### I/O pins on the die edge, run 1

Bar = 20 µm. Pins as bars across the die edge, other pins in grey.
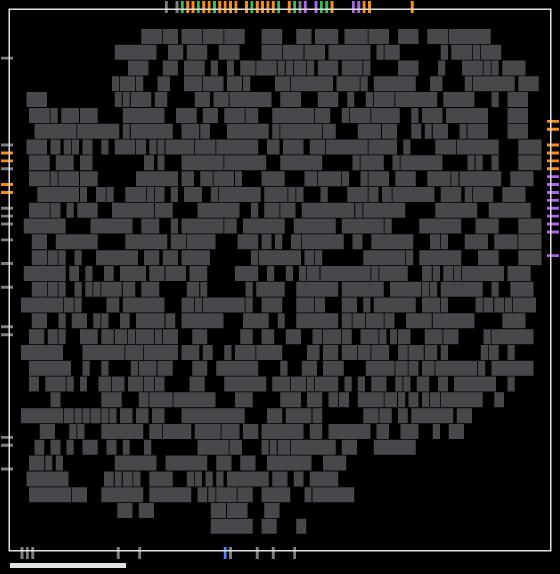
### Where the registers sit, run 1

Bar = 20 µm. Other sequential cells in the stronger grey, the rest of the logic in the fainter grey.
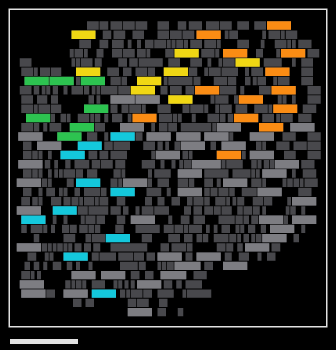
### Zoomed window, run 1

Bar = 20 µm. Region (21, 40) to (71, 90) µm. Cells in grey, sequential cells in the stronger grey; small squares are vias.
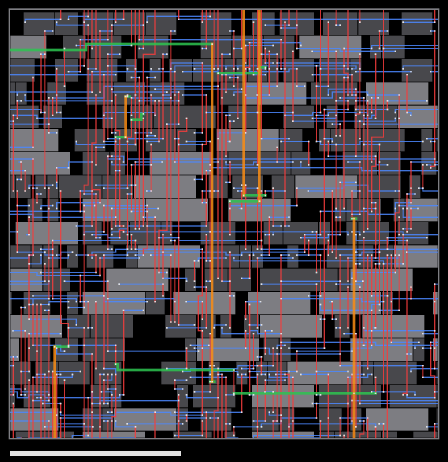
File: src/rtl/pdp1_vga_pkg.sv
// Shared definitions for the PDP-1 VGA band filler: ring entry layout, row buffer geometry, FSM states.
package pdp1_vga_pkg;

    localparam int X_LSB         = 0;
    localparam int Y_LSB         = 10;
    localparam int I_LSB         = 20;
    localparam int ENTRY_W       = 28;
    localparam int ROWS_PER_BAND = 8;
    localparam int ROWBUF_AW     = 13;

    // Field order mirrors the {intensity, y, x} packing of the ring entry.
    typedef struct packed {
        logic [7:0] inten;
        logic [9:0] y;
        logic [9:0] x;
    } ring_entry_t;

    typedef enum logic [2:0] {
        ST_IDLE,
        ST_CLEAR,
        ST_SCAN,
        ST_DRAIN,
        ST_FIN
    } state_t;

    function automatic ring_entry_t mk_entry(logic [7:0] i, logic [9:0] y, logic [9:0] x);
        ring_entry_t e;
        e.inten = i;
        e.y     = y;
        e.x     = x;
        return e;
    endfunction

endpackage

File: src/rtl/pdp1_vga_band_filler_match.sv
// Registered match stage: turns a valid ring entry inside the current band into a row buffer write.
module pdp1_vga_band_match
    import pdp1_vga_pkg::*;
#(
    parameter int H_ACTIVE = 640
) (
    input  logic                 clock,
    input  logic                 reset_n,
    input  logic                 i_valid,
    input  ring_entry_t          i_entry,
    input  logic [6:0]           i_band_q,
    output logic                 o_wren,
    output logic [ROWBUF_AW-1:0] o_wraddress,
    output logic [7:0]           o_data
);

    logic                 w_hit;
    logic                 r_wren;
    logic [ROWBUF_AW-1:0] r_wraddress;
    logic [7:0]           r_data;

    // Zero intensity marks an empty ring slot.
    assign w_hit = i_valid && (i_entry.y[9:3] == i_band_q) &&
                   ({1'b0, i_entry.x} < 11'(H_ACTIVE)) && (i_entry.inten != 8'd0);

    always_ff @(posedge clock) begin
        if (!reset_n) begin
            r_wren      <= 1'b0;
            r_wraddress <= '0;
            r_data      <= '0;
        end else begin
            r_wren <= w_hit;
            if (w_hit) begin
                r_wraddress <= {i_entry.y[2:0], i_entry.x};
                r_data      <= i_entry.inten;
            end
        end
    end

    assign o_wren      = r_wren;
    assign o_wraddress = r_wraddress;
    assign o_data      = r_data;

endmodule

File: src/rtl/pdp1_vga_band_filler.sv
// Row buffer writer: optionally clears a band, then scans the pixel ring and writes in-band pixels.
module pdp1_vga_band_filler
    import pdp1_vga_pkg::*;
#(
    parameter int RING_AW  = 10,
    parameter int H_ACTIVE = 640,
    parameter bit CLEAR_EN = 1'b1
) (
    input  logic                 clock,
    input  logic                 reset_n,
    input  logic                 band_start,
    input  logic [9:0]           band_y,
    output logic [RING_AW-1:0]   rb_addr,
    input  logic [ENTRY_W-1:0]   rb_data,
    output logic [ROWBUF_AW-1:0] rowbuf_wraddress,
    output logic [7:0]           rowbuf_data,
    output logic                 rowbuf_wren,
    output logic                 busy,
    output logic                 done,
    output logic                 overrun
);

    localparam logic [9:0]         COL_LAST = 10'(H_ACTIVE - 1);
    localparam logic [9:0]         COL_ONE  = 10'd1;
    localparam logic [2:0]         ROW_ONE  = 3'd1;
    localparam logic [RING_AW-1:0] SCAN_ONE = RING_AW'(1);

    state_t                 r_state;
    logic [6:0]             r_band_q;
    logic [2:0]             r_row;
    logic [9:0]             r_col;
    logic [RING_AW-1:0]     r_scan;
    logic [RING_AW-1:0]     r_rb_addr;
    logic [1:0]             r_vld_pipe;
    logic                   r_busy;
    logic                   r_done;
    logic                   r_overrun;
    logic                   r_clr_wren;
    logic [ROWBUF_AW-1:0]   r_clr_addr;

    logic                   w_m_wren;
    logic [ROWBUF_AW-1:0]   w_m_addr;
    logic [7:0]             w_m_data;

    always_ff @(posedge clock) begin
        if (!reset_n) begin
            r_state    <= ST_IDLE;
            r_band_q   <= '0;
            r_row      <= '0;
            r_col      <= '0;
            r_scan     <= '0;
            r_rb_addr  <= '0;
            r_vld_pipe <= '0;
            r_busy     <= 1'b0;
            r_done     <= 1'b0;
            r_overrun  <= 1'b0;
            r_clr_wren <= 1'b0;
            r_clr_addr <= '0;
        end else begin
            r_done     <= 1'b0;
            r_clr_wren <= 1'b0;
            r_overrun  <= band_start && (r_state != ST_IDLE);
            // [0] tracks rb_addr, [1] tracks the returned rb_data.
            r_vld_pipe <= {r_vld_pipe[0], r_state == ST_SCAN};
            case (r_state)
                ST_IDLE: begin
                    if (band_start) begin
                        r_band_q <= band_y[9:3];
                        r_busy   <= 1'b1;
                        r_row    <= '0;
                        r_col    <= '0;
                        r_scan   <= '0;
                        r_state  <= CLEAR_EN ? ST_CLEAR : ST_SCAN;
                    end
                end
                ST_CLEAR: begin
                    r_clr_wren <= 1'b1;
                    r_clr_addr <= {r_row, r_col};
                    if (r_col == COL_LAST) begin
                        r_col <= '0;
                        r_row <= r_row + ROW_ONE;
                        if (r_row == 3'd7) r_state <= ST_SCAN;
                    end else begin
                        r_col <= r_col + COL_ONE;
                    end
                end
                ST_SCAN: begin
                    r_rb_addr <= r_scan;
                    if (&r_scan) r_state <= ST_DRAIN;
                    else         r_scan  <= r_scan + SCAN_ONE;
                end
                ST_DRAIN: r_state <= ST_FIN;
                ST_FIN: begin
                    r_done  <= 1'b1;
                    r_busy  <= 1'b0;
                    r_state <= ST_IDLE;
                end
                default: r_state <= ST_IDLE;
            endcase
        end
    end

    pdp1_vga_band_match #(
        .H_ACTIVE (H_ACTIVE)
    ) u_match (
        .clock       (clock),
        .reset_n     (reset_n),
        .i_valid     (r_vld_pipe[1]),
        .i_entry     (ring_entry_t'(rb_data)),
        .i_band_q    (r_band_q),
        .o_wren      (w_m_wren),
        .o_wraddress (w_m_addr),
        .o_data      (w_m_data)
    );

    // Clear and match writes never overlap in time, so a register-select is enough.
    assign rowbuf_wren      = r_clr_wren | w_m_wren;
    assign rowbuf_wraddress = r_clr_wren ? r_clr_addr : w_m_addr;
    assign rowbuf_data      = r_clr_wren ? 8'd0 : w_m_data;
    assign rb_addr          = r_rb_addr;
    assign busy             = r_busy;
    assign done             = r_done;
    assign overrun          = r_overrun;

endmodule

File: config.mk
export PLATFORM = sky130hd
export DESIGN_NAME = pdp1_vga_band_filler
export DESIGN_NICKNAME = d
export VERILOG_FILES = /design/src/rtl/pdp1_vga_pkg.sv /design/src/rtl/pdp1_vga_band_filler_match.sv /design/src/rtl/pdp1_vga_band_filler.sv
export SDC_FILE = /design/constraint.sdc
export NUM_CORES = 1
export LEC_CHECK = 0
export CAP_MARGIN = 20
export CORE_UTILIZATION = 46
export CTS_CLUSTER_SIZE = 24
export DETAILED_ROUTE_END_ITERATION = 10
export HOLD_SLACK_MARGIN = 0.15
export PLACE_DENSITY = 0.73
export SLEW_MARGIN = 10
export SYNTH_ARGS = -nofsm -noshare
export SYNTH_HDL_FRONTEND = slang
export SYNTH_SLANG_ARGS = --single-unit
File: constraint.sdc
create_clock -name clock -period 1.7 [get_ports clock]
set_input_delay 0.255 -clock clock [delete_from_list [all_inputs] [get_ports clock]]
set_output_delay 0.255 -clock clock [all_outputs]
set_load 0.05 [all_outputs]
==> qor.json, run 1 <==
{
  "hold_violations": {"value": 0},
  "slowest_delay": {"value": 0.38, "unit": "ns"},
  "power.clock.total": {"value": 1.54, "unit": "mW"},
  "cts_setup_buffers": {"value": 0},
  "warnings_synthesis": {"value": 0},
  "multi_input_comb_cells": {"value": 329},
  "seq_cells": {"value": 84},
  "power_report.internal_total": {"value": 2.956, "unit": "mW"},
  "cts_max_level": {"value": 3},
  "clock_tree.root_cell": {"value": "sky130_fd_sc_hd__clkbuf_8"},
  "design_area": {"value": 0.005077, "unit": "mm²"},
  "finalWirelength": {"value": 9356, "unit": "µm"},
  "core-area": {"value": 0.007848, "unit": "mm²"},
  "worst_setup_path_end_kind": {"value": "output pin"},
  "path_category_of_the_worst_min_delay_check": {"value": "primary input to flop"},
  "grt_max_degree": {"value": 58},
  "tightest_slew": {"value": 0.4944, "unit": "ns"},
  "path_buffers": {"value": 2},
  "diodes": {"value": 0},
  "yosysUniqueCellTypes": {"value": 59},
  "tritoncts_num_sinks": {"value": 84},
  "flip_flops_with_a_built_in_enable": {"value": 0},
  "p_seq_frac": {"value": 0.513},
  "ctsResizeCount": {"value": 8},
  "chipWidth": {"value": 92.95, "unit": "µm"},
  "worstPathCellList": {"value": "clkbuf_16, mux2_2, buf_6"},
  "synth_xor_xnor_area_share": {"value": 0.02532},
  "dieArea": {"value": 0.008639, "unit": "mm²"},
  "tap_cells": {"value": 102},
  "post_cts_hold_buffer_count": {"value": 0},
  "area.share.combinational": {"value": 0.3911},
  "period_used_share": {"value": 0.9743},
  "layout_top_cells_excl_fill_tap": {"value": "124 x sky130_fd_sc_hd__nand2_1, 81 x sky130_fd_sc_hd__dfxtp_1, 55 x sky130_fd_sc_hd__buf_4"},
  "detailed_place_hpwl": {"value": 6431, "unit": "µm"},
  "post_synth.cell_area_avg": {"value": 8.531, "unit": "µm²"},
  "ys_top_cells_by_area": {"value": "sky130_fd_sc_hd__dfxtp_1 44%, sky130_fd_sc_hd__nand2_1 12%, sky130_fd_sc_hd__mux2i_1 6.8%"},
  "filler_cell_count": {"value": 700},
  "clk-insertion-delay-late": {"value": 0.36, "unit": "ns"},
  "fp_util": {"value": 0.4849},
  "openroad.warnings": {"value": 29},
  "yosys.area_share.aoi": {"value": 0.1177},
  "crit_path_top_delay_cell": {"value": "sky130_fd_sc_hd__dfxtp_4"},
  "slew_headroom": {"value": 0.6619},
  "total_switching_power": {"value": 957.7, "unit": "µW"},
  "simple_gate_area_frac": {"value": 0.2483},
  "grt.met3_usage": {"value": 0.04187},
  "route.top_layer_used": {"value": "met4"},
  "number_of_top_level_pins": {"value": 76},
  "yosys-dominant-comb-family": {"value": "simple AND/OR/NAND/NOR gates"},
  "grt_use_met2": {"value": 0.3750},
  "logic_power_comb": {"value": 366, "unit": "µW"},
  "report.final.setup_viol": {"value": 0},
  "synth_top_cell_by_area": {"value": "sky130_fd_sc_hd__dfxtp_1"},
  "cells_in_synth_stat_txt": {"value": 446},
  "floorplan.die.height": {"value": 92.95, "unit": "µm"},
  "fmaxAchievable": {"value": 603.7, "unit": "MHz"},
  "path_max_fanout": {"value": 9},
  "clock_buffers": {"value": 11},
  "fin_crit": {"value": 1.656, "unit": "ns"},
  "area.combinational": {"value": 0.001986, "unit": "mm²"},
  "area.sequential": {"value": 0.001688, "unit": "mm²"},
  "placed_cells": {"value": 625},
  "first_iter_violations": {"value": 156},
  "synthArstFlopShare": {"value": 0},
  "wl_met3": {"value": 302, "unit": "µm"},
  "antenna_violations_before_repair": {"value": 0},
  "std_cell_rows": {"value": 32},
  "p_clk_frac": {"value": 0.393},
  "cts-root-to-sink-buffers": {"value": 2},
  "met2_wire_length": {"value": 4639, "unit": "µm"},
  "clock_tree_from_tritoncts": {"value": "built"},
  "area_growth": {"value": 33.44, "unit": "%"},
  "critPathRequiredTime": {"value": 1.44, "unit": "ns"},
  "netlist_instances": {"value": 446},
  "floorplan.nets": {"value": 491},
  "powerSeq": {"value": 2.01, "unit": "mW"},
  "clk_transition_reported_paths": {"value": 0.09, "unit": "ns"},
  "synth_flop_count": {"value": 84},
  "seq_area_frac_synth": {"value": 0.4420},
  "drc_violations": {"value": 0},
  "drive_gt1_frac": {"value": 0.2325},
  "cp-start-kind": {"value": "flop"},
  "power.static_leakage": {"value": 1.979, "unit": "nW"},
  "yosysMostFrequentCell": {"value": "sky130_fd_sc_hd__nand2_1"},
  "common_cells": {"value": "124 x sky130_fd_sc_hd__nand2_1, 84 x sky130_fd_sc_hd__dfxtp_1, 38 x sky130_fd_sc_hd__a21oi_1, 26 x sky130_fd_sc_hd__mux2i_1, 15 x sky130_fd_sc_hd__nor2_1"},
  "first_pass_iters": {"value": 4},
  "post-synth-top-area-fraction": {"value": 0.4420},
  "drv_cap": {"value": 0},
  "class_of_the_most_critical_setup_path": {"value": "flop to output pin"},
  "timing.setup.tns": {"value": 0, "unit": "ns"},
  "grt_pass1_vias": {"value": 3281},
  "yosys_area": {"value": 0.003805, "unit": "mm²"},
  "inverters": {"value": 2},
  "detailedPlace.worstSlack": {"value": -0.3077, "unit": "ns"},
  "post_synth_fa_ha_maj_area_fraction": {"value": 0.01315},
  "timing.clock.skew": {"value": 0.01007, "unit": "ns"},
  "worst_hold_slack": {"value": 0.2689, "unit": "ns"},
  "lay_top_count": {"value": "sky130_fd_sc_hd__nand2_1"},
  "final.signal_buffer_count": {"value": 111},
  "final_core_util": {"value": 0.6470},
  "routedLengthMet1": {"value": 4142, "unit": "µm"},
  "viasPerCell": {"value": 5.309},
  "nets": {"value": 582},
  "critical_path.top_delay_family": {"value": "flip-flops"},
  "grt_overflow_total": {"value": 0},
  "timing.critical_path.arrival": {"value": 1.40, "unit": "ns"},
  "power.density_cell_area": {"value": 770.9, "unit": "mW/mm²"},
  "fraction_of_area_in_clock_buffers_and_inverters": {"value": 0.04312},
  "routabilityCongestion": {"value": 0.8071},
  "largest_cell_class": {"value": "combinational gates"},
  "synth_top_flop_cell": {"value": "sky130_fd_sc_hd__dfxtp_1"},
  "portBuffers": {"value": 72},
  "cts_buffers": {"value": 9},
  "ir_worst_vdd": {"value": 440.6, "unit": "µV"},
  "tot_pwr": {"value": 3.914, "unit": "mW"},
  "post_dp_cell_area": {"value": 0.004732, "unit": "mm²"},
  "outcome": {"value": "finished, final reports clean"},
  "vias": {"value": 3419},
  "switching_share": {"value": 0.2447},
  "global_route.usage.total": {"value": 0.2202}
}
Back to the opening pictures, 'I/O pins on the die edge':
rb_data -> orange  # pins 28, direction input, edge 18 top, 6 right, 4 left
rowbuf_wraddress -> purple  # pins 13, direction output, edge 9 right, 4 top
rowbuf_data -> green  # pins 8, direction output, edge top
busy -> blue  # pins 1, direction output, edge bottom

Back to the opening pictures, 'Where the registers sit':
r_band_q -> green  # placed flops 7
r_scan -> cyan  # placed flops 10
u_match.o_data -> yellow  # placed flops 8, where top middle
u_match.o_wraddress -> orange  # placed flops 13, where top right

Back to the opening pictures, 'Zoomed window':
met1 -> blue
met4 -> orange
met3 -> green
met2 -> red
most frequent = nand2_1 (43), dfxtp_1 (34), clkdlybuf4s50_1 (20)
sequential cells in the window = 35
cells with their middle in the window = 194
netlist names of flops here include = u_match.o_data (8), u_match.o_wraddress (7), r_clr_addr (6)

## run 1: state kept, by name, indices dropped and copies added, names as in the netlist
register / flops
r_row: 3
r_vld_pipe: 2
busy: 1
overrun: 1
r_state: 3
done: 1
r_band_q: 7
rb_addr: 10
u_match.o_wraddress: 13
u_match.o_wren: 1
r_clr_wren: 1
u_match.o_data: 8
r_scan: 10
r_col: 10
r_clr_addr: 13
## run 1: worst paths after layout
path	start	endpoint	slack, ns	cells past startpoint
max	r_clr_wren	rowbuf_wraddress[11]	0.04	3
min reg2reg	r_clr_addr[12]	r_clr_addr[12]	0.46	2
max reg2reg	r_state[2]	r_scan[2]	0.09	3
min	reset_n	done	0.27	3
--- run 2 (diff from run 1) ---
GPL_ROUTABILITY_DRIVEN = 0   (was not set)
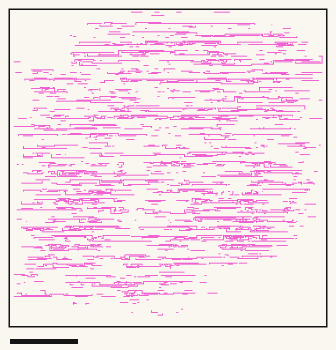
*The metal 1 layer, run 2*
Bar = 20 µm.
share of all routed wire = 44%
wire length on this layer = 4140 µm
longest straight run = 32.7 µm
main direction = horizontal

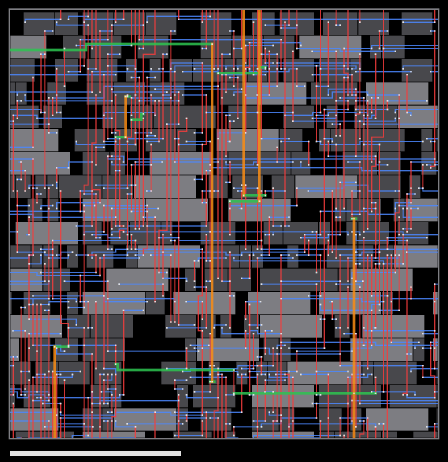
*Zoomed window, run 2*
Bar = 20 µm. Region (21, 40) to (71, 90) µm. Cells in grey, sequential cells in the stronger grey; small squares are vias.
met2 -> red
met4 -> orange
met1 -> blue
met3 -> green
sequential cells in the window = 35
most frequent = nand2_1 (43), dfxtp_1 (34), clkdlybuf4s50_1 (20)
netlist names of flops here include = u_match.o_data (8), u_match.o_wraddress (7), r_clr_addr (6)
cells with their middle in the window = 194

==> qor.json, run 2 <==
{
  "outcome": {"value": "finished, final reports clean"},
  "tap_cells": {"value": 102},
  "timing.critical_path.arrival": {"value": 1.40, "unit": "ns"},
  "final.signal_buffer_count": {"value": 111},
  "area.sequential": {"value": 0.001688, "unit": "mm²"},
  "fraction_of_area_in_clock_buffers_and_inverters": {"value": 0.04312},
  "inverters": {"value": 2},
  "met2_wire_length": {"value": 4639, "unit": "µm"},
  "drive_gt1_frac": {"value": 0.2325},
  "floorplan.nets": {"value": 491},
  "critPathRequiredTime": {"value": 1.44, "unit": "ns"},
  "nets": {"value": 582},
  "tot_pwr": {"value": 3.914, "unit": "mW"},
  "grt.met3_usage": {"value": 0.04187},
  "clock_tree_from_tritoncts": {"value": "built"},
  "slew_headroom": {"value": 0.6619},
  "floorplan.die.height": {"value": 92.95, "unit": "µm"},
  "worst_hold_slack": {"value": 0.2689, "unit": "ns"},
  "post-synth-top-area-fraction": {"value": 0.4420},
  "synth_top_flop_cell": {"value": "sky130_fd_sc_hd__dfxtp_1"},
  "synth_top_cell_by_area": {"value": "sky130_fd_sc_hd__dfxtp_1"},
  "tightest_slew": {"value": 0.4944, "unit": "ns"},
  "final_core_util": {"value": 0.6470},
  "finalWirelength": {"value": 9356, "unit": "µm"},
  "yosys_area": {"value": 0.003805, "unit": "mm²"},
  "clock_buffers": {"value": 11},
  "openroad.warnings": {"value": 29},
  "synthArstFlopShare": {"value": 0},
  "wl_met3": {"value": 302, "unit": "µm"},
  "grt_max_degree": {"value": 58},
  "cts_max_level": {"value": 3},
  "clk-insertion-delay-late": {"value": 0.36, "unit": "ns"},
  "routedLengthMet1": {"value": 4142, "unit": "µm"},
  "std_cell_rows": {"value": 32},
  "detailed_place_hpwl": {"value": 6431, "unit": "µm"},
  "dieArea": {"value": 0.008639, "unit": "mm²"},
  "power_report.internal_total": {"value": 2.956, "unit": "mW"},
  "viasPerCell": {"value": 5.309},
  "yosysMostFrequentCell": {"value": "sky130_fd_sc_hd__nand2_1"},
  "yosysUniqueCellTypes": {"value": 59},
  "hold_violations": {"value": 0},
  "warnings_synthesis": {"value": 0},
  "flip_flops_with_a_built_in_enable": {"value": 0},
  "synth_flop_count": {"value": 84},
  "powerSeq": {"value": 2.01, "unit": "mW"},
  "multi_input_comb_cells": {"value": 329},
  "class_of_the_most_critical_setup_path": {"value": "flop to output pin"},
  "fmaxAchievable": {"value": 603.7, "unit": "MHz"},
  "path_buffers": {"value": 2},
  "seq_cells": {"value": 84},
  "global_route.usage.total": {"value": 0.2202},
  "fin_crit": {"value": 1.656, "unit": "ns"},
  "period_used_share": {"value": 0.9743},
  "number_of_top_level_pins": {"value": 76},
  "fp_util": {"value": 0.4849},
  "path_max_fanout": {"value": 9},
  "lay_top_count": {"value": "sky130_fd_sc_hd__nand2_1"},
  "ir_worst_vdd": {"value": 440.6, "unit": "µV"},
  "chipWidth": {"value": 92.95, "unit": "µm"},
  "slowest_delay": {"value": 0.38, "unit": "ns"},
  "placed_cells": {"value": 625},
  "area_growth": {"value": 33.44, "unit": "%"},
  "clk_transition_reported_paths": {"value": 0.09, "unit": "ns"},
  "crit_path_top_delay_cell": {"value": "sky130_fd_sc_hd__dfxtp_4"},
  "switching_share": {"value": 0.2447},
  "p_clk_frac": {"value": 0.393},
  "power.static_leakage": {"value": 1.979, "unit": "nW"},
  "design_area": {"value": 0.005077, "unit": "mm²"},
  "post_dp_cell_area": {"value": 0.004732, "unit": "mm²"},
  "first_iter_violations": {"value": 156},
  "diodes": {"value": 0},
  "timing.setup.tns": {"value": 0, "unit": "ns"},
  "route.top_layer_used": {"value": "met4"},
  "clock_tree.root_cell": {"value": "sky130_fd_sc_hd__clkbuf_8"},
  "drc_violations": {"value": 0},
  "power.clock.total": {"value": 1.54, "unit": "mW"},
  "grt_pass1_vias": {"value": 3281},
  "worst_setup_path_end_kind": {"value": "output pin"},
  "common_cells": {"value": "124 x sky130_fd_sc_hd__nand2_1, 84 x sky130_fd_sc_hd__dfxtp_1, 38 x sky130_fd_sc_hd__a21oi_1, 26 x sky130_fd_sc_hd__mux2i_1, 15 x sky130_fd_sc_hd__nor2_1"},
  "cells_in_synth_stat_txt": {"value": 446},
  "power.density_cell_area": {"value": 770.9, "unit": "mW/mm²"}
}
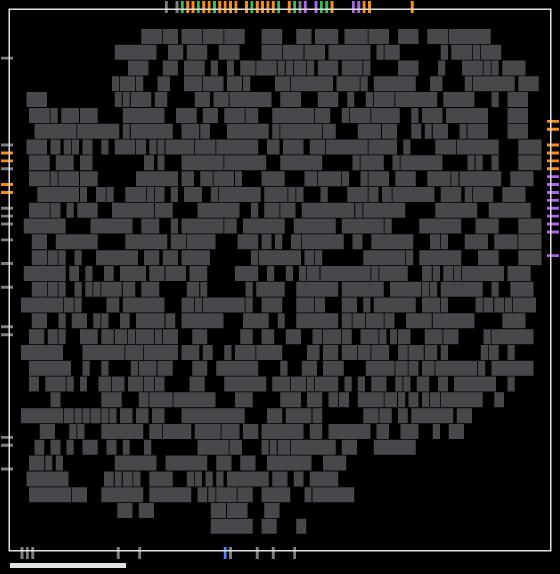
*I/O pins on the die edge, run 2*
Bar = 20 µm. Pins as bars across the die edge, other pins in grey.
rowbuf_data -> green  # pins 8, direction output, edge top
rb_data -> orange  # pins 28, direction input, edge 18 top, 6 right, 4 left
rowbuf_wraddress -> purple  # pins 13, direction output, edge 9 right, 4 top
busy -> blue  # pins 1, direction output, edge bottom

run 2: cell counts after synthesis:
No cell type changed its count.
run 2: what timing repair did:
item	4_1_cts	5_1_grt
setup buffers	0	2
hold buffers	0	0
endpoints found under the setup margin	14	18
gates cloned	0	1
resized	8	16
run 2: worst paths after layout:
path                            slack [ns]  cells after the start           start              endpoint
worst min register to register        0.46                      2  r_clr_addr[12]        r_clr_addr[12]
worst max register to register        0.09                      3      r_state[2]             r_scan[2]
worst max-delay path                  0.04                      3      r_clr_wren  rowbuf_wraddress[11]
worst min-delay path                  0.27                      3         reset_n                  done
run 2: cells by family after synthesis:
group	after synthesis	share of synthesized area
simple gates	200	0.2483
flops	84	0.4420
compound gates	74	0.1177
mux	40	0.1098
buf+inv	33	0.04373
xor+xnor	11	0.02532
fa+ha+maj	4	0.01315
--- run 3 (diff from run 2) ---
PLACE_DENSITY = not set   (was 0.73)
PLACE_DENSITY_LB_ADDON = 0.12   (was not set)
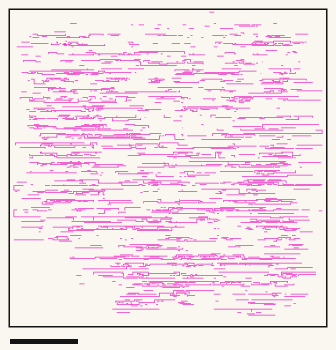
*The metal 1 layer, run 3*
Bar = 20 µm.
longest straight run = 28.5 µm
main direction = horizontal
wire length on this layer = 4200 µm
nets with wire on the layer = 518
share of all routed wire = 46%

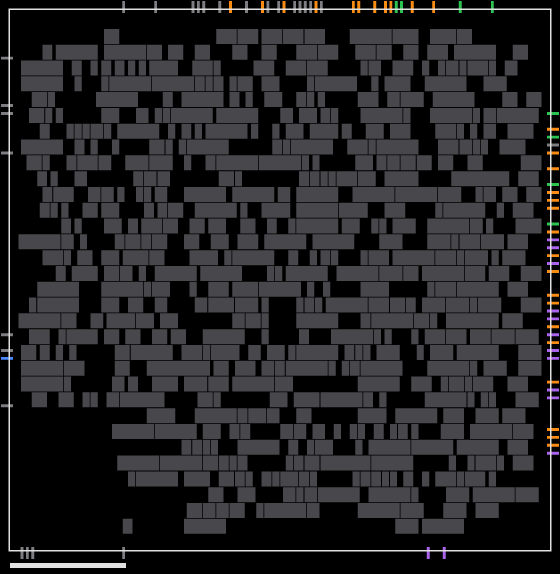
*I/O pins on the die edge, run 3*
Bar = 20 µm. Pins as bars across the die edge, other pins in grey.
rowbuf_wraddress -> purple  # pins 13, direction output, edge 11 right, 2 bottom
rowbuf_data -> green  # pins 8, direction output, edge 4 right, 4 top
busy -> blue  # pins 1, direction output, edge left
rb_data -> orange  # pins 28, direction input, edge 17 right, 11 top

==> qor.json, run 3 <==
{
  "first_pass_iters": {"value": 4},
  "post_synth_fa_ha_maj_area_fraction": {"value": 0.01315},
  "global_route.usage.total": {"value": 0.2211},
  "met2_wire_length": {"value": 4396, "unit": "µm"},
  "multi_input_comb_cells": {"value": 329},
  "filler_cell_count": {"value": 697},
  "largest_cell_class": {"value": "combinational gates"},
  "class_of_the_most_critical_setup_path": {"value": "flop to output pin"},
  "detail-route-antenna-nets": {"value": 0},
  "viasPerCell": {"value": 5.294},
  "portBuffers": {"value": 72},
  "wl_met3": {"value": 387, "unit": "µm"},
  "layout.nonclk_buf_frac": {"value": 0.2206},
  "number_of_top_level_pins": {"value": 76},
  "report.final.setup_viol": {"value": 0},
  "post_cts_hold_buffer_count": {"value": 0},
  "startpoint": {"value": "r_clr_wren"},
  "seq_area_frac_synth": {"value": 0.4420},
  "drv_cap": {"value": 0},
  "detailedPlace.worstSlack": {"value": -0.3164, "unit": "ns"},
  "path_max_fanout": {"value": 11},
  "clk_transition_reported_paths": {"value": 0.09, "unit": "ns"},
  "placed_cells": {"value": 627},
  "antenna_violations_before_repair": {"value": 0},
  "chipWidth": {"value": 92.95, "unit": "µm"},
  "switching_share": {"value": 0.2440},
  "hold_violations": {"value": 0},
  "lay_top_count": {"value": "sky130_fd_sc_hd__nand2_1"},
  "std_cell_rows": {"value": 32},
  "slew_headroom": {"value": 0.7070},
  "timing.critical_path.arrival": {"value": 1.43, "unit": "ns"},
  "yosysUniqueCellTypes": {"value": 59},
  "area_growth": {"value": 34.92, "unit": "%"},
  "yosys.area_share.aoi": {"value": 0.1177},
  "clock_buffers": {"value": 10},
  "whs_path_depth": {"value": 3},
  "tightest_slew": {"value": 0.4285, "unit": "ns"},
  "grt.met3_usage": {"value": 0.04023},
  "cp-start-kind": {"value": "flop"},
  "tritoncts_num_sinks": {"value": 84},
  "floorplan.die.height": {"value": 92.95, "unit": "µm"},
  "area.share.combinational": {"value": 0.3870},
  "flip_flops_with_a_built_in_enable": {"value": 0},
  "r2r_end": {"value": "r_scan[2]"},
  "diodes": {"value": 0},
  "synthArstFlopShare": {"value": 0},
  "yosys-dominant-comb-family": {"value": "simple AND/OR/NAND/NOR gates"},
  "final_core_util": {"value": 0.6542},
  "share_comb_of_total_power": {"value": 0.101},
  "rsz0062_at_grt": {"value": "true"},
  "openroad.warnings": {"value": 30},
  "tap_cells": {"value": 102},
  "ys_top_cells_by_area": {"value": "sky130_fd_sc_hd__dfxtp_1 44%, sky130_fd_sc_hd__nand2_1 12%, sky130_fd_sc_hd__mux2i_1 6.8%"},
  "cts_max_level": {"value": 3},
  "vias": {"value": 3420},
  "hold-path-endpoint": {"value": "u_match.o_data[6]"},
  "p_clk_frac": {"value": 0.370},
  "rrSetupSlack": {"value": 0.10, "unit": "ns"},
  "seq_area_frac": {"value": 0.3285},
  "design_area": {"value": 0.005134, "unit": "mm²"},
  "grt_pass1_vias": {"value": 3303},
  "p_seq_frac": {"value": 0.529},
  "yosys_area": {"value": 0.003805, "unit": "mm²"},
  "post_synth.cell_area_avg": {"value": 8.531, "unit": "µm²"},
  "detailed_place_hpwl": {"value": 6213, "unit": "µm"},
  "grt_use_met2": {"value": 0.3670},
  "hp-start": {"value": "rb_data[26]"},
  "grt_most_used_layer": {"value": "met2"},
  "power_report.internal_total": {"value": 2.862, "unit": "mW"},
  "first_iter_violations": {"value": 145},
  "outcome": {"value": "finished, final reports clean"},
  "inverters": {"value": 2},
  "clock_tree_from_tritoncts": {"value": "built"},
  "syn_area": {"value": 0.003805, "unit": "mm²"},
  "fp_util": {"value": 0.4849},
  "final.signal_buffer_count": {"value": 113},
  "cells_in_synth_stat_txt": {"value": 446},
  "post_dp_cell_area": {"value": 0.004772, "unit": "mm²"},
  "grt_max_degree": {"value": 58},
  "power.static_leakage": {"value": 2.042, "unit": "nW"},
  "worst-r2r-cell-count": {"value": 3},
  "cts-root-to-sink-buffers": {"value": 2},
  "cts_buffers": {"value": 9},
  "layout_top_cells_excl_fill_tap": {"value": "124 x sky130_fd_sc_hd__nand2_1, 82 x sky130_fd_sc_hd__dfxtp_1, 52 x sky130_fd_sc_hd__buf_4"},
  "timing.setup.tns": {"value": 0, "unit": "ns"},
  "yosysMostFrequentCell": {"value": "sky130_fd_sc_hd__nand2_1"},
  "grt_overflow_total": {"value": 0},
  "routedLengthMet1": {"value": 4200, "unit": "µm"},
  "finalWirelength": {"value": 9137, "unit": "µm"},
  "netlist_instances": {"value": 446},
  "floorplan.nets": {"value": 491},
  "clk-insertion-delay-late": {"value": 0.35, "unit": "ns"},
  "fmaxAchievable": {"value": 593.6, "unit": "MHz"},
  "power.density_cell_area": {"value": 737.5, "unit": "mW/mm²"},
  "area.sequential": {"value": 0.001687, "unit": "mm²"},
  "total_switching_power": {"value": 923.7, "unit": "µW"},
  "worst_slack": {"value": 0.01531, "unit": "ns"},
  "fin_crit": {"value": 1.685, "unit": "ns"},
  "synth_top_cell_by_area": {"value": "sky130_fd_sc_hd__dfxtp_1"},
  "drc_violations": {"value": 0},
  "fraction_of_area_in_clock_buffers_and_inverters": {"value": 0.03753},
  "post-synth-top-area-fraction": {"value": 0.4420},
  "dieArea": {"value": 0.008639, "unit": "mm²"},
  "seq_cells": {"value": 84},
  "wl_per_cell": {"value": 14.14, "unit": "µm"},
  "final_number_of_max_transition_violations": {"value": 0},
  "ctsResizeCount": {"value": 19},
  "path_category_of_the_worst_min_delay_check": {"value": "primary input to flop"},
  "met1_usage": {"value": 0.2840},
  "simple_gate_area_frac": {"value": 0.2483},
  "synth_flop_count": {"value": 84},
  "ir_worst_vdd": {"value": 434.0, "unit": "µV"},
  "area.combinational": {"value": 0.001987, "unit": "mm²"},
  "tot_pwr": {"value": 3.786, "unit": "mW"},
  "warnings_synthesis": {"value": 0},
  "core-area": {"value": 0.007848, "unit": "mm²"},
  "synth_xor_xnor_area_share": {"value": 0.02532},
  "synth_top_flop_cell": {"value": "sky130_fd_sc_hd__dfxtp_1"},
  "critical_path_end": {"value": "rowbuf_wraddress[7]"},
  "clock_tree.root_cell": {"value": "sky130_fd_sc_hd__clkbuf_8"},
  "common_cells": {"value": "124 x sky130_fd_sc_hd__nand2_1, 84 x sky130_fd_sc_hd__dfxtp_1, 38 x sky130_fd_sc_hd__a21oi_1, 26 x sky130_fd_sc_hd__mux2i_1, 15 x sky130_fd_sc_hd__nor2_1"},
  "wire_length_of_the_first_global_routing_pass": {"value": 15120, "unit": "µm"},
  "regToRegStartpoint": {"value": "r_state[2]"},
  "muxShareOfSynthArea": {"value": 0.1098},
  "cts_setup_buffers": {"value": 0},
  "route.top_layer_used": {"value": "met4"},
  "drive_gt1_frac": {"value": 0.2371},
  "nets": {"value": 584},
  "critPathRequiredTime": {"value": 1.44, "unit": "ns"},
  "period_used_share": {"value": 0.9910},
  "worst_hold_slack": {"value": 0.2007, "unit": "ns"},
  "post_layout_nonfiller_instances": {"value": 646},
  "timing.clock.skew": {"value": 0.01127, "unit": "ns"},
  "worst_setup_path_end_kind": {"value": "output pin"}
}
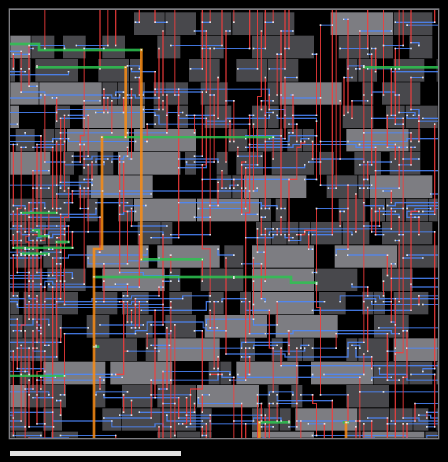
*Zoomed window, run 3*
Bar = 20 µm. Region (21, 40) to (71, 90) µm. Cells in grey, sequential cells in the stronger grey; small squares are vias.
met1 -> blue
met3 -> green
met2 -> red
met4 -> orange
cells with their middle in the window = 189
most frequent = nand2_1 (41), dfxtp_1 (31), buf_4 (20)
sequential cells in the window = 31
netlist names of flops here include = r_band_q (7), r_scan (5), r_clr_addr (4)

## run 3: netlist changes by cell type in the layout (fill, tap and decap cells not counted), sizes merged
cell,change
clkdlybuf4s50,-6
dlymetal6s2s,+6
buf,+2
clkinv,+2
inv,-2
clkbuf,-1
clkinvlp,+1
## run 3: power groups by stage
stage | registers, mW | logic [mW] | clock network [mW]
floorplan | 2.06 | 0.168 | 0
finish | 2.00 | 0.381 | 1.40
global route | 2.01 | 0.415 | 1.51
detailed placement | 2.05 | 0.367 | 0
CTS | 2.00 | 0.380 | 1.44
global placement | 2.05 | 0.366 | 0
## run 3: worst max-delay path, stage by stage, from the launching register on
cell                      delay [ns]
sky130_fd_sc_hd__dfxtp_4        0.41
sky130_fd_sc_hd__buf_12         0.15
sky130_fd_sc_hd__mux2_2         0.36
sky130_fd_sc_hd__buf_6          0.16
Power is estimated from default activity; no workload was simulated.
